### src/rtl/sram_rec_ctrl.sv
// Record/playback sequencer for a 16-bit sample stream on an external SRAM stage.
// Every SRAM access holds r or w for ACCESS_CYC cycles while addr stays on the word counter.
module sram_rec_ctrl #(
  parameter int          ACCESS_CYC = 2,
  parameter logic [17:0] MAX_ADDR   = 18'h3FFFF
) (
  input  logic        clk,
  input  logic        rst,
  input  logic        start_rec,
  input  logic        start_play,
  input  logic        stop,
  input  logic        samp_valid,
  input  logic [15:0] samp_in,
  input  logic        samp_req,
  output logic [15:0] samp_out,
  output logic        samp_out_valid,
  output logic [17:0] addr,
  output logic        r,
  output logic        w,
  output logic [15:0] wr_data,
  input  logic [15:0] rd_data,
  output logic [18:0] rec_len,
  output logic        busy,
  output logic        full,
  output logic        overrun,
  output logic        done
);

  localparam logic [2:0] S_IDLE      = 3'd0;
  localparam logic [2:0] S_REC_WAIT  = 3'd1;
  localparam logic [2:0] S_REC_WR    = 3'd2;
  localparam logic [2:0] S_PLAY_WAIT = 3'd3;
  localparam logic [2:0] S_PLAY_RD   = 3'd4;

  localparam logic [3:0] TMR_LOAD = 4'(ACCESS_CYC - 1);

  logic [2:0]  r_state;
  logic [17:0] r_cnt;
  logic [3:0]  r_tmr;
  logic        r_stop_pend;
  logic [15:0] r_wr_data;
  logic [15:0] r_samp_out;
  logic        r_samp_out_valid;
  logic [18:0] r_rec_len;
  logic        r_full;
  logic        r_overrun;
  logic        r_done;

  logic [18:0] w_cnt_inc;
  logic        w_last_cyc;
  logic        w_end_req;

  assign w_cnt_inc  = {1'b0, r_cnt} + 19'd1;
  assign w_last_cyc = (r_tmr == 4'd0);
  // a stop seen on the final access cycle counts just like one latched earlier
  assign w_end_req  = r_stop_pend | stop;

  always_ff @(posedge clk) begin
    if (rst) begin
      r_state          <= S_IDLE;
      r_cnt            <= '0;
      r_tmr            <= '0;
      r_stop_pend      <= 1'b0;
      r_wr_data        <= '0;
      r_samp_out       <= '0;
      r_samp_out_valid <= 1'b0;
      r_rec_len        <= '0;
      r_full           <= 1'b0;
      r_overrun        <= 1'b0;
      r_done           <= 1'b0;
    end else begin
      r_done           <= 1'b0;
      r_samp_out_valid <= 1'b0;
      case (r_state)
        S_IDLE: begin
          r_stop_pend <= 1'b0;
          if (start_rec) begin
            r_cnt     <= '0;
            r_rec_len <= '0;
            r_full    <= 1'b0;
            r_overrun <= 1'b0;
            r_state   <= S_REC_WAIT;
          end else if (start_play && (r_rec_len != 19'd0)) begin
            r_cnt   <= '0;
            r_state <= S_PLAY_WAIT;
          end
        end
        S_REC_WAIT: begin
          if (stop) begin
            r_done  <= 1'b1;
            r_state <= S_IDLE;
          end else if (samp_valid) begin
            r_wr_data <= samp_in;
            r_tmr     <= TMR_LOAD;
            r_state   <= S_REC_WR;
          end
        end
        S_REC_WR: begin
          if (samp_valid) r_overrun <= 1'b1;
          if (stop) r_stop_pend <= 1'b1;
          if (w_last_cyc) begin
            r_rec_len <= w_cnt_inc;
            if (r_cnt == MAX_ADDR) begin
              r_full  <= 1'b1;
              r_done  <= 1'b1;
              r_state <= S_IDLE;
            end else if (w_end_req) begin
              r_done  <= 1'b1;
              r_state <= S_IDLE;
            end else begin
              r_cnt   <= r_cnt + 18'd1;
              r_state <= S_REC_WAIT;
            end
          end else begin
            r_tmr <= r_tmr - 4'd1;
          end
        end
        S_PLAY_WAIT: begin
          if (stop) begin
            r_done  <= 1'b1;
            r_state <= S_IDLE;
          end else if (samp_req) begin
            r_tmr   <= TMR_LOAD;
            r_state <= S_PLAY_RD;
          end
        end
        S_PLAY_RD: begin
          if (stop) r_stop_pend <= 1'b1;
          if (w_last_cyc) begin
            r_samp_out       <= rd_data;
            r_samp_out_valid <= 1'b1;
            if ((w_cnt_inc == r_rec_len) || w_end_req) begin
              r_done  <= 1'b1;
              r_state <= S_IDLE;
            end else begin
              r_cnt   <= r_cnt + 18'd1;
              r_state <= S_PLAY_WAIT;
            end
          end else begin
            r_tmr <= r_tmr - 4'd1;
          end
        end
        default: r_state <= S_IDLE;
      endcase
    end
  end

  assign addr           = r_cnt;
  assign w              = (r_state == S_REC_WR);
  assign r              = (r_state == S_PLAY_RD);
  assign busy           = (r_state != S_IDLE);
  assign wr_data        = r_wr_data;
  assign samp_out       = r_samp_out;
  assign samp_out_valid = r_samp_out_valid;
  assign rec_len        = r_rec_len;
  assign full           = r_full;
  assign overrun        = r_overrun;
  assign done           = r_done;

endmodule

### config.mk
export PLATFORM = sky130hd
export DESIGN_NAME = sram_rec_ctrl
export DESIGN_NICKNAME = d
export VERILOG_FILES = /design/src/rtl/sram_rec_ctrl.sv
export SDC_FILE = /design/constraint.sdc
export NUM_CORES = 1
export LEC_CHECK = 0
export CAP_MARGIN = 20
export CORE_UTILIZATION = 44
export CTS_CLUSTER_SIZE = 25
export DETAILED_ROUTE_END_ITERATION = 10
export PLACE_DENSITY = 0.86
export SLEW_MARGIN = 20
export SYNTH_ARGS = -nofsm -noshare
export SYNTH_HDL_FRONTEND = slang
export SYNTH_SLANG_ARGS = --single-unit
### constraint.sdc
create_clock -name clk -period 3.2 [get_ports clk]
set_input_delay 0.48 -clock clk [delete_from_list [all_inputs] [get_ports clk]]
set_output_delay 0.48 -clock clk [all_outputs]
set_load 0.005 [all_outputs]
Fig. 1: signal wires on met2
(3 px per micron)
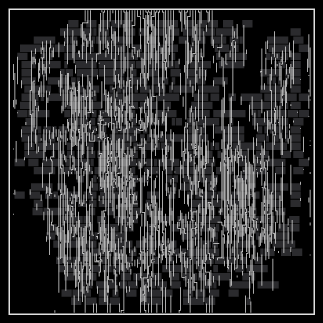
- share of all routed wire: 47%
- nets with wire on the layer: 611
- wire length on this layer: 6560 microns
- longest straight run: 38.1 microns
WL final: 14100 microns
GR Util met2: 43.7%
via count: 4717

Fig. 2: cell sizes after repair
(4 px per micron)
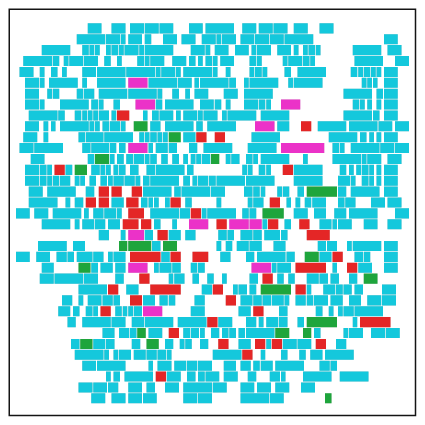
- red: x3 and x4 (cells 48; most used buf_4)
- green: x2 (cells 21)
- magenta: x6 and larger (cells 13; most used clkbuf_8)
- cyan: x1 and smaller (cells 593; most used clkdlybuf4s50_1)
bufs w/o clock: 150
Synth-to-Final Area Change: 37.5%
Final WS setup: 164 ps
design area: 5950 sq um

==> impl_metrics.json <==
{
  "status": "completed",
  "core_region_area_sq_um": 9370,
  "cts_setup_buffers": 0,
  "cp_max_fo": 15,
  "worst_pin_slew_ps": 927,
  "viasPerCell": 5.87,
  "grt-ovfl-total": 0,
  "period_used_pct": 94.9,
  "rows": 35,
  "fin_nets": 712,
  "gp_congestion": 0.944,
  "wl_met1_microns": 6110,
  "tns_ps": 0,
  "antenna_found_initial": 0,
  "synth-seq-cells": 81,
  "dr.pass1.iters": 5,
  "path_clk_slew_ps": 100,
  "drtIter0Drc": 342,
  "maxUsedRoutingLayer": "met4",
  "dpl.cell_count": 788,
  "antennaDiodeCount": 0,
  "drv_cap": 0,
  "numCtsBuffers": 9,
  "topCellsByArea": "dfxtp_1 (37%), nand2_1 (8.2%), a21oi_1 (6.9%)",
  "cts_root_buf": "clkbuf_8",
  "fin_total_pwr_uw": 3300,
  "grt_pass1_vias": 4430,
  "ys_area_sq_um": 4330,
  "initCoreUtil_pct": 46.2,
  "synth_cell_types": 62,
  "cts.sink_count": 81
}
Fig. 3: routing congestion
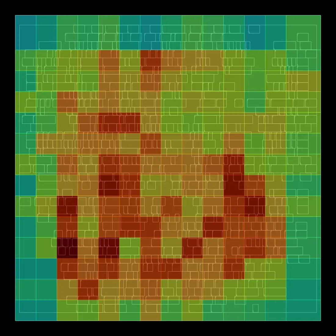
global routing usage on met3: 4.21%
fin util: 63.5%
layer with the highest usage: met2
M1 GR Usage: 38.3%
Total GRT Usage: 28.0%

power breakdown:
group | switching (uW) | internal, uW | leakage (uW) | total (uW)
Combinational | 757 | 537 | 0.00126 | 1290
Clock | 420 | 393 | 0.000105 | 813
Sequential | 105 | 1090 | 0.000656 | 1200
synthesized netlist by cell type, types with 3 or more instances:
cell	instances
nand2_1	95
dfxtp_1	81
a21oi_1	60
nor2_1	44
clkbuf_1	23
xnor2_1	23
nor3_1	21
o21ai_0	17
a32o_1	13
nand3_1	12
inv_1	9
nand4_1	9
a211oi_1	8
a22oi_1	8
and3_1	8
buf_2	8
nor4_1	8
buf_4	7
nand2b_1	7
or4_1	7
and2_1	5
nor2b_1	5
nor3b_1	4
or2_2	4
or3_1	4
xor2_1	4
ha_1	3
nand3b_1	3
o21ai_2	3
cells in the final DEF, fill, tap and decap left out, types with 7 or more instances in the layout:
cell and count:
nand2_1 95, buf_4 36, nand4_1 9, nand3_1 12, xnor2_1 23, o21ai_0 17
a211oi_1 8, a32o_1 13, a22oi_1 8, a21oi_1 60, and3_1 8, nand2b_1 7
nor3_1 18, nor2_1 44, clkbuf_8 10, or4_1 7, nor4_1 8, dfxtp_1 78
clkdlybuf4s50_1 113, inv_1 9
worst max-delay path, stage by stage, from the launching register on:
cell and delay, ps:
dfxtp_1 360, ha_2 300, xor2_1 140, a311oi_1 290, nand4_1 170, or4_4 560
nor4_4 300, a41oi_2 190, or2_4 380, o21ai_0 110, a32o_1 180
worst paths after layout:
kind | start | endpoint | slack, ps | cells after the start
setup / recovery | addr[0] | addr[2] | 160 | 10
hold / removal | wr_data[6] | wr_data[6] | 460 | 2
setup reg to reg | addr[0] | addr[2] | 160 | 10
hold reg to reg | wr_data[6] | wr_data[6] | 460 | 2
layer usage:
layer,up-vias,GRT usage [%]
li1,2208,-
met1,2232,38.3
met2,250,43.7
met3,27,4.21
met4,0,12.6
met5,-,0
registers in the layout, summed over array words and instances (netlist names):
register        cells
r_tmr               4
r_stop_pend         1
addr               18
wr_data            16
r_state             3
overrun             1
rec_len            19
samp_out           16
done                1
full                1
samp_out_valid      1
layout make-up:
class	instances	area, sq um	area share, %
timing repair buffer	150	1410	23.6
inverter	9	33.8	0.568
multi-input combinational	419	2510	42.2
clock inverter	6	75.1	1.26
tap	129	161	2.71
sequential	81	1630	27.3
clock buffer	10	138	2.31
cells by family (layout without fill, tap and decap cells):
family | Yosys count | count (layout) | share of synthesized area (%)
AOI/OAI and AO/OA | 136 | 136 | 20.7
xor gates and xnor gates | 27 | 27 | 5.47
adders and majority gates | 3 | 3 | 0.868
buffers and inverters | 49 | 175 | 5.26
DFF | 81 | 81 | 37.5
muxes | 1 | 1 | 0.231
and+or+nand+nor | 252 | 252 | 30.0
metrics by stage:
| stage | area [sq um] | setup slack (ps) |
|---|---|---|
| floorplan | 4330 | 151 |
| global placement | 5710 | 57.8 |
| detailed placement | 5710 | -12.5 |
| CTS | 5930 | 45.2 |
| global route | 5950 | 8.70 |
| finish | 5950 | 164 |
repair_timing:
item / in CTS / in global routing
resized: 2 / 6
cloned: 0 / 0
endpoints found under the setup margin: 10 / 19
No activity file was given, so power comes from the tool's default toggle rates.
